--- config.mk ---
export PLATFORM = sky130hd
export DESIGN_NAME = score_keeper
export DESIGN_NICKNAME = d
export VERILOG_FILES = /design/src/rtl/score_keeper.sv
export SDC_FILE = /design/constraint.sdc
export NUM_CORES = 1
export LEC_CHECK = 0
export CAP_MARGIN = 10
export CORE_MARGIN = 2
export CORE_UTILIZATION = 50
export DETAILED_ROUTE_END_ITERATION = 10
export PLACE_DENSITY = 0.77
export SETUP_SLACK_MARGIN = 0.1
export SYNTH_ARGS = -nofsm -noshare
export SYNTH_HDL_FRONTEND = slang
export SYNTH_SLANG_ARGS = --single-unit
--- constraint.sdc ---
create_clock -name clk_i -period 2.6 [get_ports clk_i]
set_input_delay 0.26 -clock clk_i [delete_from_list [all_inputs] [get_ports clk_i]]
set_output_delay 0.26 -clock clk_i [all_outputs]
set_load 0.01 [all_outputs]
--- src/rtl/score_keeper.sv ---
// score_keeper: Pong-style score keeping and serve sequencing.
//
// Watches the ball position once per frame. It detects a miss on the left
// side (player) or the right side (computer) and keeps both scores. It holds
// the ball for PAUSE_FRAMES frames between points, then issues a one-cycle
// serve. It declares the winner when a side reaches WIN_SCORE.
//
// Ports:
//   clk_i           system clock
//   rst_i           asynchronous active-low reset
//   new_frame_i     one-cycle strobe per display frame
//   ball_x_i        ball left-edge x position
//   restart_i       one-cycle restart request
//   player_score_o  player (left) points
//   pc_score_o      computer (right) points
//   hold_o          freeze ball motion in the game logic
//   serve_o         one-cycle pulse: re-centre and launch the ball
//   serve_dir_o     launch direction, 0 = left (toward player), 1 = right
//   game_over_o     match finished
//   winner_o        valid with game_over_o, 0 = player, 1 = computer
module score_keeper #(
  parameter int unsigned X_POS_W      = 10,
  parameter int unsigned SCREEN_W     = 640,
  parameter int unsigned BALL_SIZE    = 8,
  parameter int unsigned SCORE_W      = 4,
  parameter int unsigned WIN_SCORE    = 7,
  parameter int unsigned PAUSE_FRAMES = 60,
  parameter int unsigned PAUSE_W      = 6
) (
  input  logic               clk_i,
  input  logic               rst_i,
  input  logic               new_frame_i,
  input  logic [X_POS_W-1:0] ball_x_i,
  input  logic               restart_i,
  output logic [SCORE_W-1:0] player_score_o,
  output logic [SCORE_W-1:0] pc_score_o,
  output logic               hold_o,
  output logic               serve_o,
  output logic               serve_dir_o,
  output logic               game_over_o,
  output logic               winner_o
);

  localparam int unsigned XW = X_POS_W + 1;

  localparam logic [XW-1:0]      BallSz    = XW'(BALL_SIZE);
  localparam logic [XW-1:0]      ScreenW   = XW'(SCREEN_W);
  localparam logic [SCORE_W-1:0] ScoreOne  = SCORE_W'(1);
  localparam logic [SCORE_W-1:0] WinScore  = SCORE_W'(WIN_SCORE);
  localparam logic [PAUSE_W-1:0] PauseLoad = PAUSE_W'(PAUSE_FRAMES);
  localparam logic [PAUSE_W-1:0] PauseOne  = PAUSE_W'(1);

  typedef enum logic [1:0] {
    StPlay  = 2'd0,
    StPause = 2'd1,
    StOver  = 2'd2
  } state_e;

  state_e               state_q;
  logic [PAUSE_W-1:0]   pause_cnt_q;
  logic [SCORE_W-1:0]   player_score_q;
  logic [SCORE_W-1:0]   pc_score_q;
  logic                 hold_q;
  logic                 serve_q;
  logic                 serve_dir_q;
  logic                 game_over_q;
  logic                 winner_q;

  logic                 left_miss;
  logic                 right_miss;
  logic [SCORE_W-1:0]   player_inc;
  logic [SCORE_W-1:0]   pc_inc;

  // Right edge test is done one bit wider so ball_x_i + BALL_SIZE cannot wrap.
  always_comb begin
    left_miss  = (ball_x_i == '0);
    right_miss = (({1'b0, ball_x_i} + BallSz) >= ScreenW);
    player_inc = player_score_q + ScoreOne;
    pc_inc     = pc_score_q + ScoreOne;
  end

  always_ff @(posedge clk_i or negedge rst_i) begin
    if (!rst_i) begin
      state_q        <= StPause;
      pause_cnt_q    <= PauseLoad;
      player_score_q <= '0;
      pc_score_q     <= '0;
      hold_q         <= 1'b1;
      serve_q        <= 1'b0;
      serve_dir_q    <= 1'b1;
      game_over_q    <= 1'b0;
      winner_q       <= 1'b0;
    end else begin
      // Serve is a single-cycle pulse unless re-asserted below.
      serve_q <= 1'b0;
      if (restart_i) begin
        // Direction is kept so the next serve goes the same way as before.
        state_q        <= StPause;
        pause_cnt_q    <= PauseLoad;
        player_score_q <= '0;
        pc_score_q     <= '0;
        hold_q         <= 1'b1;
        game_over_q    <= 1'b0;
        winner_q       <= 1'b0;
      end else begin
        unique case (state_q)
          StPlay: begin
            if (new_frame_i) begin
              // Left miss takes precedence when both edges trigger.
              if (left_miss) begin
                pc_score_q  <= pc_inc;
                serve_dir_q <= 1'b0;
                hold_q      <= 1'b1;
                if (pc_inc == WinScore) begin
                  state_q     <= StOver;
                  game_over_q <= 1'b1;
                  winner_q    <= 1'b1;
                end else begin
                  state_q     <= StPause;
                  pause_cnt_q <= PauseLoad;
                end
              end else if (right_miss) begin
                player_score_q <= player_inc;
                serve_dir_q    <= 1'b1;
                hold_q         <= 1'b1;
                if (player_inc == WinScore) begin
                  state_q     <= StOver;
                  game_over_q <= 1'b1;
                  winner_q    <= 1'b0;
                end else begin
                  state_q     <= StPause;
                  pause_cnt_q <= PauseLoad;
                end
              end
            end
          end
          StPause: begin
            if (new_frame_i) begin
              if (pause_cnt_q == PauseOne) begin
                state_q     <= StPlay;
                serve_q     <= 1'b1;
                hold_q      <= 1'b0;
                pause_cnt_q <= PauseLoad;
              end else begin
                pause_cnt_q <= pause_cnt_q - PauseOne;
              end
            end
          end
          StOver: begin
            // Match finished; only restart_i or reset leave this state.
            hold_q <= 1'b1;
          end
          default: begin
            state_q <= StPause;
          end
        endcase
      end
    end
  end

  assign player_score_o = player_score_q;
  assign pc_score_o     = pc_score_q;
  assign hold_o         = hold_q;
  assign serve_o        = serve_q;
  assign serve_dir_o    = serve_dir_q;
  assign game_over_o    = game_over_q;
  assign winner_o       = winner_q;

endmodule

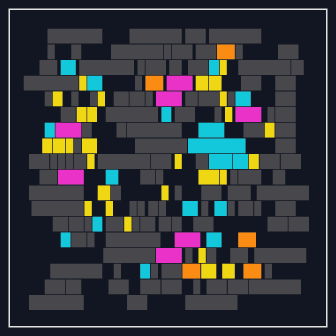
**Above:** run 1 (logic cells by family).
Orange shows XOR/XNOR gates, cells 5, most used xor2_1. Magenta shows adder and majority cells, cells 7, most used ha_1. Yellow shows NAND gates, cells 28, most used nand2_1. Cyan shows inverting AOI/OAI gates, cells 17, most used o21ai_0.

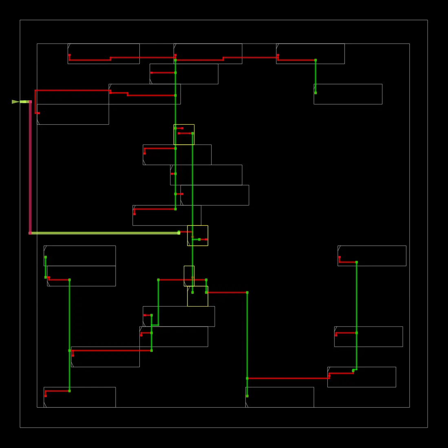
**Above:** run 1 (clock routing).
Setup Skew: 5.073 ps
Num CTS Buffers: 3
Worst-Skew Late Latency: 300 ps
clkbuf count: 4

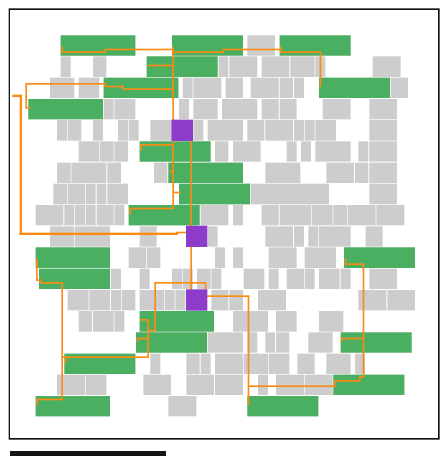
**Above:** run 1 (clock distribution).
Scale bar: 20 um.
Purple shows clock drivers, count 3. Green shows flip-flops, count 21. Orange shows clock wires, length 282 um.
Position of the flops: spread over the die.
Clk pwr share: 23.9%
Clock group: 159 uW

==> flow_metrics.env, run 1 <==
# physical design summary
export IMPL_status="completed"
export IMPL_crit_required_ps=2800
export IMPL_edf_count=0
export IMPL_vias=1145
export IMPL_cts_setup_buffers=0
export IMPL_syn_cell_area_um2=1294
export IMPL_core_um2=2455
export IMPL_timing_fmax_mhz=474.4
export IMPL_grt_total_usage_pct=21.35
export IMPL_flop_cell="dfrtp_1"
export IMPL_finalWeightedCongestion=0.7680
export IMPL_top_cell="nor2_1"
export IMPL_r2r_start="player_score_o[0]"
export IMPL_fp_nets=162
export IMPL_tns_ps=0
export IMPL_hpwl_um=2151
export IMPL_ios=27
export IMPL_antenna_found_initial=0
export IMPL_cp_top_family="AND-OR/OR-AND gates"
export IMPL_post_synth_cell_area_avg_um2=9.175
export IMPL_topCellsByArea="dfrtp_1 27%, dfstp_2 14%, nor2_1 7.0%"
export IMPL_cpPeakStageDelay_ps=450
export IMPL_hold_viol=0
export IMPL_initCoreUtil_pct=52.70
export IMPL_synth_seq_cells=21
export IMPL_drv_cap=0
export IMPL_power_ir_vdd_worst_mv=0.3270
export IMPL_area_growth_pct=26.50
export IMPL_power_leakage_uw=0.0006869
export IMPL_worst_r2r_endpoint="winner_o"
export IMPL_fp_dieH_um=54.87
export IMPL_synthArstFlopShare_pct=100.0
export IMPL_nets=195
export IMPL_synth_area_yosys_um2=1294
export IMPL_fillers=208
export IMPL_totalWireLength_um=2833
export IMPL_power_switching_uw=186.2
export IMPL_synth_cell_types=42
export IMPL_internal_power_uw=479.4
export IMPL_gr_total_overflow=0
export IMPL_htree_levels=1
export IMPL_power_share_sequential_pct=58.4
export IMPL_max_slew_worst_pin_slew_ps=459.8
export IMPL_chipArea_um2=3010
export IMPL_grt_max_degree=22
export IMPL_first_pass_iters=4
export IMPL_path_buffers=0
export IMPL_drt_antenna_violating_nets=0
export IMPL_yosys_top_cells_count="24 x nor2_1, 14 x dfrtp_1, 14 x nand2_1"
export IMPL_clkTransAtPathRegs_ps=120
export IMPL_route_detailed_drc=0
export IMPL_stdcell_area_um2=1637
export IMPL_hp_class="in -> async"
export IMPL_power_frac_comb_pct=17.7
export IMPL_reg2regPathDepth=7
export IMPL_power_uw=665.7
export IMPL_period_minus_slack_ps=2108
export IMPL_p_per_area_nw_per_um2=406.7
export IMPL_fin_ws_ps=492.0
export IMPL_clock_sinks=21
export IMPL_avgRoutedWirePerCell_um=13.96
export IMPL_rows=18
export IMPL_clk_path_buf_depth=2
export IMPL_io_buffers=26
export IMPL_top_area_share_pct=27.08
export IMPL_crit_arrival_ps=2310
export IMPL_ys_cells=141
export IMPL_place_area_um2=1610
export IMPL_start_kind="register"
export IMPL_die_w_um=54.87
export IMPL_grt_pass1_wl_um=4581
export IMPL_yosysTopAreaCell="dfrtp_1"
export IMPL_switching_share_pct=27.98
export IMPL_cts_tree="yes"
export IMPL_crit_fanout=6
export IMPL_finalSetupViolations=0
export IMPL_antenna_cells=0
export IMPL_hold_ws_ps=278.9
export IMPL_cts_hold_buf=0
export IMPL_drtIter0Drc=21
export IMPL_layout_drive_gt1_share_pct=11.56
export IMPL_ctsResizeCount=0
export IMPL_grt_pass1_vias=1074
export IMPL_period_used_pct=81.08
export IMPL_vias_per_cell=5.640
export IMPL_worst_setup_path_end_kind="register"
export IMPL_slew_violations=0
export IMPL_tool_warnings=30
export IMPL_crit_type="reg -> reg"
export IMPL_crit_chain="ha_1 -> nand2b_1 -> o21ai_0 -> a31oi_2 -> mux2i_1 -> nand2_1 -> a32o_1"
export IMPL_slew_headroom_pct=68.47
export IMPL_cp_slowest_cell="dfrtp_1"
export IMPL_final_comb_area_um2=725.7
-- run 1: power by group through the flow --
| stage | Combinational (uW) | Clock, uW | Sequential, uW |
|---|---|---|---|
| floorplan | 65.9 | 0 | 387 |
| global placement | 112 | 0 | 391 |
| detailed placement | 117 | 0 | 393 |
| CTS | 118 | 168 | 387 |
| global route | 133 | 176 | 393 |
| finish | 118 | 159 | 389 |
-- run 1: final cells by class --
class | count | share of cell area (%)
flip-flops and latches | 21 | 32.65
inverters | 8 | 1.835
multi-input cells | 111 | 44.34
repair buffers | 29 | 17.28
well taps | 30 | 2.294
clock buffers | 4 | 1.606
-- run 1: logic make-up (layout without fill, tap and decap cells) --
group	after synthesis	after routing	share of synthesized area [%]
AOI/OAI and AO/OA	24	24	15.77
buffers and inverters	9	41	2.611
adders and majority gates	7	7	6.770
muxes	2	2	1.547
xor gates and xnor gates	5	5	3.386
DFF	21	21	41.30
and+or+nand+nor	73	73	28.63
-- run 1: routing by layer --
metal / up-vias / GRT usage [%] / share of wire (%)
met5: - / 0 / 0
met4: 0 / 7.500 / 0.60
met3: 2 / 2.459 / 4.8
met2: 22 / 38.10 / 50
met1: 558 / 26.20 / 44
li1: 563 / - / -
-- run 1: worst max path at each step --
stage | start | end | slack, ps | cells after the start
floorplan | player_score_o[0] | state_q[0] | 700 | 7
global placement | ball_x_i[4] | winner_o | 240 | 7
detailed placement | ball_x_i[3] | pause_cnt_q[0] | 170 | 8
CTS | ball_x_i[3] | pause_cnt_q[0] | 500 | 8
global route | player_score_o[0] | winner_o | 280 | 7
finish | player_score_o[0] | winner_o | 490 | 7
-- run 1: cell usage in the layout (no fill, tap or decap), types with 3 or more instances in the layout --
master,count
clkdlybuf4s50_1,26
nor2_1,24
nand2_1,14
dfrtp_1,14
inv_1,8
nor3_1,7
ha_1,7
dfstp_2,7
nand3_1,6
nand2b_1,4
o21ai_0,4
o31ai_1,3
xor2_1,3
clkbuf_4,3
buf_4,3
-- run 1: through the flow --
stage,util [%],cells
after floorplan,-,141
after global placement,65.60,199
after detailed placement,65.60,199
after CTS,66.67,203
after global routing,66.67,203
final,66.67,203
-- run 1: registers in the layout, indices dropped and copies added, names as in the netlist --
signal,flops
game_over_o,1
state_q,2
serve_dir_o,1
pause_cnt_q,6
player_score_o,4
winner_o,1
hold_o,1
pc_score_o,4
serve_o,1
==> run 2, diff against run 1 <==
--- a/config.mk
+++ b/config.mk
@@ -7,9 +7,9 @@
 export LEC_CHECK = 0
 export CAP_MARGIN = 10
 export CORE_MARGIN = 2
-export CORE_UTILIZATION = 50
+export CORE_UTILIZATION = 45
 export DETAILED_ROUTE_END_ITERATION = 10
-export PLACE_DENSITY = 0.77
+export PLACE_DENSITY = 0.74
 export SETUP_SLACK_MARGIN = 0.1
 export SYNTH_ARGS = -nofsm -noshare
 export SYNTH_HDL_FRONTEND = slang
==> constraint.sdc (replaced) <==
create_clock -name clk_i -period 1.7 [get_ports clk_i]
set_input_delay 0.17 -clock clk_i [delete_from_list [all_inputs] [get_ports clk_i]]
set_output_delay 0.17 -clock clk_i [all_outputs]
set_load 0.01 [all_outputs]
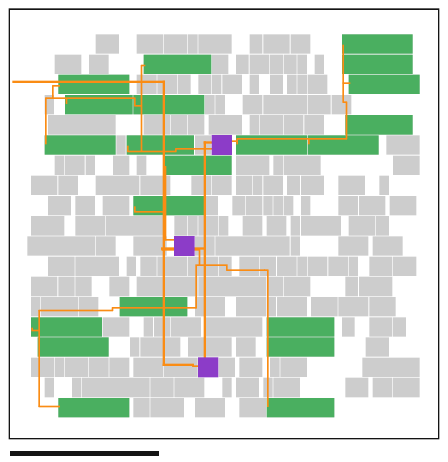
**Above:** run 2 (clock distribution).
Scale bar: 20 um.
Orange shows clock wires, length 277 um. Purple shows clock drivers, count 3. Green shows flip-flops, count 21.
Position of the flops: spread over the die. There are 4 routed clock nets.

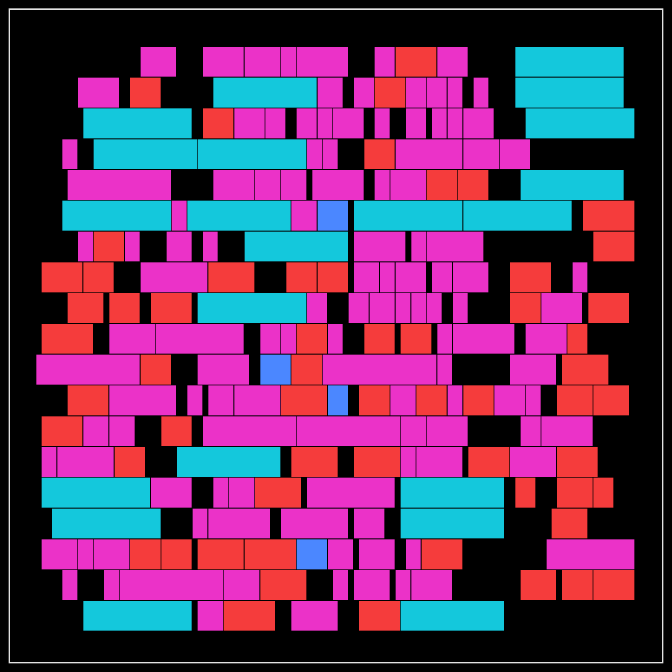
**Above:** run 2 (placement by cell class).
Magenta shows combinational and other logic, cells 120, share of their area 48%. Red shows other buffers and delay cells, cells 59, share of their area 25%. Blue shows clock drivers and dummy loads, cells 4, share of their area 1.3%. Cyan shows flops, cells 21, share of their area 26%.

==> run 2 against run 1 <==
Net effect: the flow now finishes with violations (negative setup slack); core utilization up 11 points; first-iteration DRC count up 150%; routed wire length up 42%; sequential share of layout area down 7.2 points; combinational power up 83%; worst setup slack worse by 620 ps; non-clock buffer count up 30; total power up 60%; die area up 10%; highest routed layer unchanged.
==> flow_metrics.env, run 2 <==
# physical design summary
export IMPL_status="complete, but fails checks"
export IMPL_violations="negative setup slack"
export IMPL_hold_viol=0
export IMPL_synth_seq_cells=21
export IMPL_power_share_sequential_pct=56.4
export IMPL_avgRoutedWirePerCell_um=17.07
export IMPL_yosysTopAreaCell="dfrtp_1"
export IMPL_grt_max_degree=22
export IMPL_crit_fanout=5
export IMPL_crit_required_ps=1920
export IMPL_chipArea_um2=3320
export IMPL_core_um2=2734
export IMPL_io_buffers=26
export IMPL_layout_drive_gt1_share_pct=45.59
export IMPL_p_per_area_nw_per_um2=500.7
export IMPL_max_slew_worst_pin_slew_ps=385.2
export IMPL_clock_sinks=21
export IMPL_cts_tree="yes"
export IMPL_slew_violations=0
export IMPL_clkTransAtPathRegs_ps=120
export IMPL_ios=27
export IMPL_crit_type="reg -> reg"
export IMPL_critPathLaunch="pc_score_o[0]"
export IMPL_gr_total_overflow=0
export IMPL_crit_arrival_ps=2040
export IMPL_hpwl_um=2513
export IMPL_r2r_start="pc_score_o[0]"
export IMPL_syn_cell_area_um2=1294
export IMPL_power_share_clock_pct=23.3
export IMPL_topCellsByArea="dfrtp_1 27%, dfstp_2 14%, nor2_1 7.0%"
export IMPL_worst_path_stages=7
export IMPL_place_area_um2=1882
export IMPL_route_detailed_drc=0
export IMPL_top_register="pause_cnt_q"
export IMPL_cp_top_family="AND-OR/OR-AND gates"
export IMPL_top_area_share_pct=27.08
export IMPL_power_ir_vdd_worst_mv=0.7111
export IMPL_worst_setup_path_end_kind="register"
export IMPL_drv_cap=0
export IMPL_flop_cell="dfrtp_1"
export IMPL_drt_antenna_violating_nets=0
export IMPL_htree_levels=1
export IMPL_finalSetupViolations=10
export IMPL_drtIter0Drc=52
export IMPL_synth_area_yosys_um2=1294
export IMPL_tool_warnings=33
export IMPL_fp_dieH_um=57.62
export IMPL_lay_top_cells="25 x buf_4, 19 x nor2_1, 12 x nand2_1, 12 x clkdlybuf4s50_1, 9 x dfrtp_1"
export IMPL_clock_latency_ps=310
export IMPL_grtUsageMet3_pct=4.241
export IMPL_fin_ws_ps=-126.4
export IMPL_switching_share_pct=30.12
export IMPL_first_pass_iters=4
export IMPL_fp_nets=162
export IMPL_start_kind="register"
export IMPL_skew_ps=1.821
export IMPL_path_buffers=1
export IMPL_slew_headroom_pct=74.12
export IMPL_area_growth_pct=64.41
export IMPL_largest_reg_flops=6
export IMPL_period_minus_slack_ps=1826
export IMPL_worst_r2r_endpoint="pause_cnt_q[0]"
export IMPL_reg2regPathDepth=7
export IMPL_top_cell="nor2_1"
export IMPL_grtUsageMet1_pct=27.36
export IMPL_internal_power_uw=744.3
export IMPL_stdcell_area_um2=2127
export IMPL_cp_slowest_cell="dfrtp_2"
export IMPL_power_leakage_uw=0.0009295
export IMPL_grt_total_usage_pct=23.14
export IMPL_period_used_pct=107.4
export IMPL_nets=226
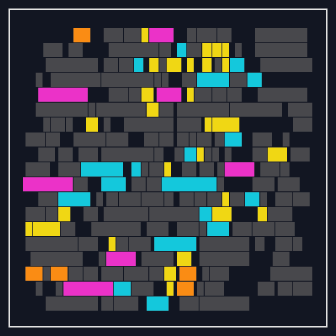
**Above:** run 2 (logic cells by family).
Cyan shows inverting AOI/OAI gates, cells 18. Magenta shows adder and majority cells, cells 7, most used ha_4. Yellow shows NAND gates, cells 28, most used nand2_1. Orange shows XOR/XNOR gates, cells 5, most used xor2_1.
combinational fraction of the cell area: 45.35%
most numerous logic cell after layout: buf_4

[run 2: cell counts after synthesis]
Identical to the previous run, type by type.
[run 2: final cells by class]
cell class / count / area, um2
multi-input cells: 112 / 964.7
fillers: 178 / 606.8
flip-flops and latches: 21 / 540.5
repair buffers: 59 / 525.5
well taps: 31 / 38.79
inverters: 8 / 30.03
clock buffers: 3 / 22.52
clock inverters: 1 / 5.005
[run 2: through the flow]
step / power (uW) / instances / utilization [%] / setup TNS, ps / hold WS [ps]
after detailed placement: 808.6 / 223 / 68.83 / -9931 / 491.8
after global routing: 1112 / 235 / 77.80 / -1486 / 214.8
after global placement: 786.5 / 223 / 68.83 / -7498 / 481.7
final: 1065 / 235 / 77.80 / -831.5 / 189.0
after floorplan: 692.5 / 141 / - / -7.324 / -125.6
after CTS: 1048 / 231 / 73.68 / -459.7 / 207.5
[run 2: repair_timing]
item | 4_1_cts | 5_1_grt
buffers inserted | 4 | 3
cloned | 0 | 1
gates resized | 29 | 31
setup endpoints to repair | 21 | 21
pin swaps | 13 | 20
hold buffers | 0 | 0
[run 2: logic make-up (layout without fill, tap and decap cells)]
group           count (synthesis)  after routing  share of synthesized area [%]
compound gates                 24             25                          15.77
xor+xnor                        5              5                          3.386
simple gates                   73             73                          28.63
mux                             2              2                          1.547
flops                          21             21                          41.30
fa+ha+maj                       7              7                          6.770
buf+inv                         9             71                          2.611
[run 2: worst min path at each step]
stage                         from        endpoint  slack (ps)  cells after the start
global placement    pause_cnt_q[3]  pause_cnt_q[3]         480                      2
global route                 rst_i   pc_score_o[3]         210                      2
floorplan                    rst_i     game_over_o        -130                      0
CTS                          rst_i   pc_score_o[3]         210                      2
finish                       rst_i   pc_score_o[3]         190                      2
detailed placement     game_over_o     game_over_o         490                      2
[run 2: layer usage]
metal,wire length [um],part of all wire (%),vias up
met1,1587,40,633
li1,-,-,631
met5,0,0,-
met4,106,2.6,0
met3,274,6.8,12
met2,2042,51,60
[run 2: worst register-to-register path: stages (launching register included)]
cell and delay (ps):
dfrtp_2 460, buf_6 140, and3b_2 220, nor3_4 240, o31ai_4 130, a32oi_4 320
nor3_2 70, a21o_1 150
[run 2: power groups by stage]
stage | clock network, uW | logic (uW) | registers, uW
floorplan | 0 | 101 | 592
global placement | 0 | 188 | 599
detailed placement | 0 | 201 | 607
CTS | 248 | 203 | 598
global route | 272 | 236 | 605
finish | 248 | 216 | 601
==> run 3, diff against run 2 <==
--- a/config.mk
+++ b/config.mk
@@ -5,7 +5,6 @@
 export SDC_FILE = /design/constraint.sdc
 export NUM_CORES = 1
 export LEC_CHECK = 0
-export CAP_MARGIN = 10
 export CORE_MARGIN = 2
 export CORE_UTILIZATION = 45
 export DETAILED_ROUTE_END_ITERATION = 10
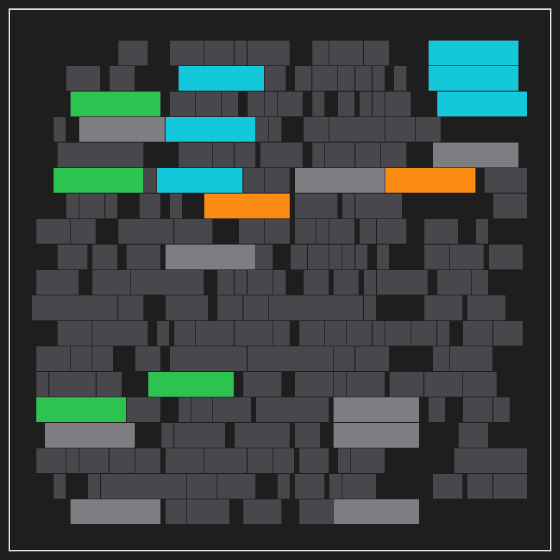
**Above:** run 3 (sequential cells coloured by netlist name).
Other sequential cells in the stronger grey, the rest of the logic in the fainter grey.
Green shows player_score_o, flops 4. Cyan shows pause_cnt_q, flops 6. Orange shows state_q, flops 2.
Another 9 sequential cells are not coloured.

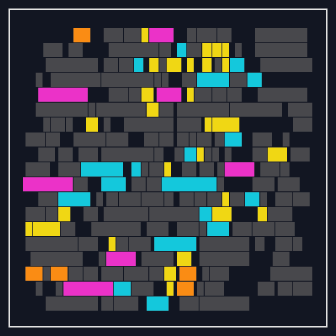
**Above:** run 3 (logic cells by family).
Yellow shows NAND gates, cells 28, most used nand2_1. Cyan shows inverting AOI/OAI gates, cells 18. Orange shows XOR/XNOR gates, cells 5, most used xor2_1. Magenta shows adder and majority cells, cells 7, most used ha_4.

==> run 3 against run 2 <==
Net effect: the flow still finishes with violations (negative setup slack); via count unchanged; clock power about the same; total power unchanged.
==> flow_metrics.env, run 3 <==
# physical design summary
export IMPL_status="complete, but fails checks"
export IMPL_violations="negative setup slack"
export IMPL_fillers=178
export IMPL_grt_max_degree=22
export IMPL_gr_total_overflow=0
export IMPL_tool_warnings=33
export IMPL_worst_setup_path_end_kind="register"
export IMPL_top_register="pause_cnt_q"
export IMPL_place_inst=223
export IMPL_crit_arrival_ps=2040
export IMPL_max_slew_worst_pin_slew_ps=385.2
export IMPL_power_frac_comb_pct=20.3
export IMPL_fin_ws_ps=-126.4
export IMPL_start_kind="register"
export IMPL_topCellsByArea="dfrtp_1 27%, dfstp_2 14%, nor2_1 7.0%"
export IMPL_synth_cell_types=42
export IMPL_final_util_pct=77.80
export IMPL_cts_made_buffers=3
export IMPL_totalWireLength_um=4011
export IMPL_period_used_pct=107.4
export IMPL_first_pass_iters=4
export IMPL_crit_type="reg -> reg"
export IMPL_area_growth_pct=64.41
export IMPL_route_detailed_drc=0
export IMPL_worst_r2r_endpoint="pause_cnt_q[0]"
export IMPL_timing_fmax_mhz=547.5
export IMPL_syn_inst=141
export IMPL_antenna_cells=0
export IMPL_p_per_area_nw_per_um2=500.7
export IMPL_drtIter0Drc=52
export IMPL_hold_viol=0
export IMPL_tns_ps=-831.5
export IMPL_cts_tree="yes"
export IMPL_die_w_um=57.62
export IMPL_largest_reg_flops=6
export IMPL_setup_worst_path_end="pause_cnt_q[0]"
export IMPL_synthArstFlopShare_pct=100.0
export IMPL_ios=27
export IMPL_fp_nets=162
export IMPL_htree_levels=1
export IMPL_flop_cell="dfrtp_1"
export IMPL_finalWeightedCongestion=0.7945
export IMPL_fp_dieH_um=57.62
export IMPL_drt_antenna_violating_nets=0
export IMPL_grt_total_usage_pct=23.14
export IMPL_syn_cell_area_um2=1294
export IMPL_crit_fanout=5
export IMPL_internal_power_uw=744.3
export IMPL_top_area_share_pct=27.08
export IMPL_final_cells=235
export IMPL_synth_area_yosys_um2=1294
export IMPL_lay_top_cells="25 x buf_4, 19 x nor2_1, 12 x nand2_1, 12 x clkdlybuf4s50_1, 9 x dfrtp_1"
export IMPL_drv_cap=0
export IMPL_chipArea_um2=3320
export IMPL_switching_share_pct=30.12
export IMPL_layout_drive_gt1_share_pct=45.59
export IMPL_power_ir_vdd_worst_mv=0.7111
export IMPL_slew_violations=0
export IMPL_period_minus_slack_ps=1826
export IMPL_power_share_sequential_pct=56.4
export IMPL_r2r_start="pc_score_o[0]"
export IMPL_hold_ws_ps=189.0
export IMPL_nets=226
export IMPL_critPathLaunch="pc_score_o[0]"
export IMPL_clkTransAtPathRegs_ps=120
export IMPL_io_buffers=26
export IMPL_slew_headroom_pct=74.12
export IMPL_skew_ps=1.821
export IMPL_reg2regPathDepth=7
export IMPL_hpwl_um=2513
export IMPL_initCoreUtil_pct=47.32
export IMPL_r2r_setup_slack_ps=-130
export IMPL_power_leakage_uw=0.0009295
export IMPL_rows=19
export IMPL_top_cell="nor2_1"
export IMPL_finalSetupViolations=10
export IMPL_core_um2=2734
export IMPL_synth_seq_cells=21
export IMPL_yosys_warnings=0
export IMPL_avgRoutedWirePerCell_um=17.07
export IMPL_power_switching_uw=320.8
export IMPL_crit_required_ps=1920
export IMPL_power_share_clock_pct=23.3
export IMPL_grt_pass1_wl_um=5789
export IMPL_mostFrequentLayoutCell="buf_4"
export IMPL_yosysTopAreaCell="dfrtp_1"
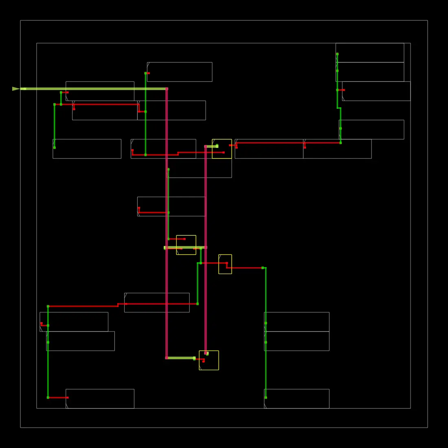
**Above:** run 3 (clock routing).
clock sink total: 21
Worst-Skew Late Latency: 310 ps
Clock group: 248 uW
seq_cells: 21

==> run 3: cell type report <==
type | count | area, um2 | share of cell area [%]
multi-input cells | 112 | 964.7 | 45.35
flip-flops and latches | 21 | 540.5 | 25.41
repair buffers | 59 | 525.5 | 24.71
well taps | 31 | 38.79 | 1.824
inverters | 8 | 30.03 | 1.412
clock buffers | 3 | 22.52 | 1.059
clock inverters | 1 | 5.005 | 0.2353
==> run 3: metal layers <==
layer,vias up,share of wire [%],global-route usage [%]
li1,631,-,-
met1,633,40,27.36
met2,60,51,39.94
met3,12,6.8,4.241
met4,0,2.6,11.96
met5,-,0,0
==> run 3: power by group through the flow <==
stage	clock, uW	sequential, uW	combinational [uW]
2_1_floorplan	0	592	101
3_3_place_gp	0	599	188
3_5_place_dp	0	607	201
4_1_cts	248	598	203
5_1_grt	272	605	236
6_report	248	601	216
==> run 3: cell families (layout without fill, tap and decap cells) <==
| family | Yosys count | after routing | synth area share (%) |
|---|---|---|---|
| AOI/OAI and AO/OA | 24 | 25 | 15.77 |
| xor gates and xnor gates | 5 | 5 | 3.386 |
| adders and majority gates | 7 | 7 | 6.770 |
| buffers and inverters | 9 | 71 | 2.611 |
| DFF | 21 | 21 | 41.30 |
| muxes | 2 | 2 | 1.547 |
| and+or+nand+nor | 73 | 73 | 28.63 |
==> run 3: timing repair <==
action                     CTS  global route
setup endpoints to repair   21            21
pin swaps                   13            20
hold buffers                 0             0
gates resized               29            31
setup buffers                4             3
gates cloned                 0             1
==> run 3: how the worst min path moves through the flow <==
| stage | endpoint | depth (start not counted) | slack (ps) |
|---|---|---|---|
| after detailed placement | game_over_o | 2 | 490 |
| after floorplan | game_over_o | 0 | -130 |
| after CTS | pc_score_o[3] | 2 | 210 |
| final | pc_score_o[3] | 2 | 190 |
| after global routing | pc_score_o[3] | 2 | 210 |
| after global placement | pause_cnt_q[3] | 2 | 480 |
==> run 3: critical path, stage by stage, from the launching register on <==
cell and delay [ps]:
dfrtp_2 460, buf_6 140, and3b_2 220, nor3_4 240
o31ai_4 120, a32oi_4 320, nor3_2 70, a21o_1 150
==> run 3: per-stage QoR <==
| stage | power [uW] | area (um2) |
|---|---|---|
| floorplan | 692.5 | 1391 |
| global placement | 786.5 | 1882 |
| detailed placement | 808.6 | 1882 |
| CTS | 1048 | 2014 |
| global route | 1112 | 2127 |
| finish | 1065 | 2127 |
No activity file was given, so power comes from the tool's default toggle rates.
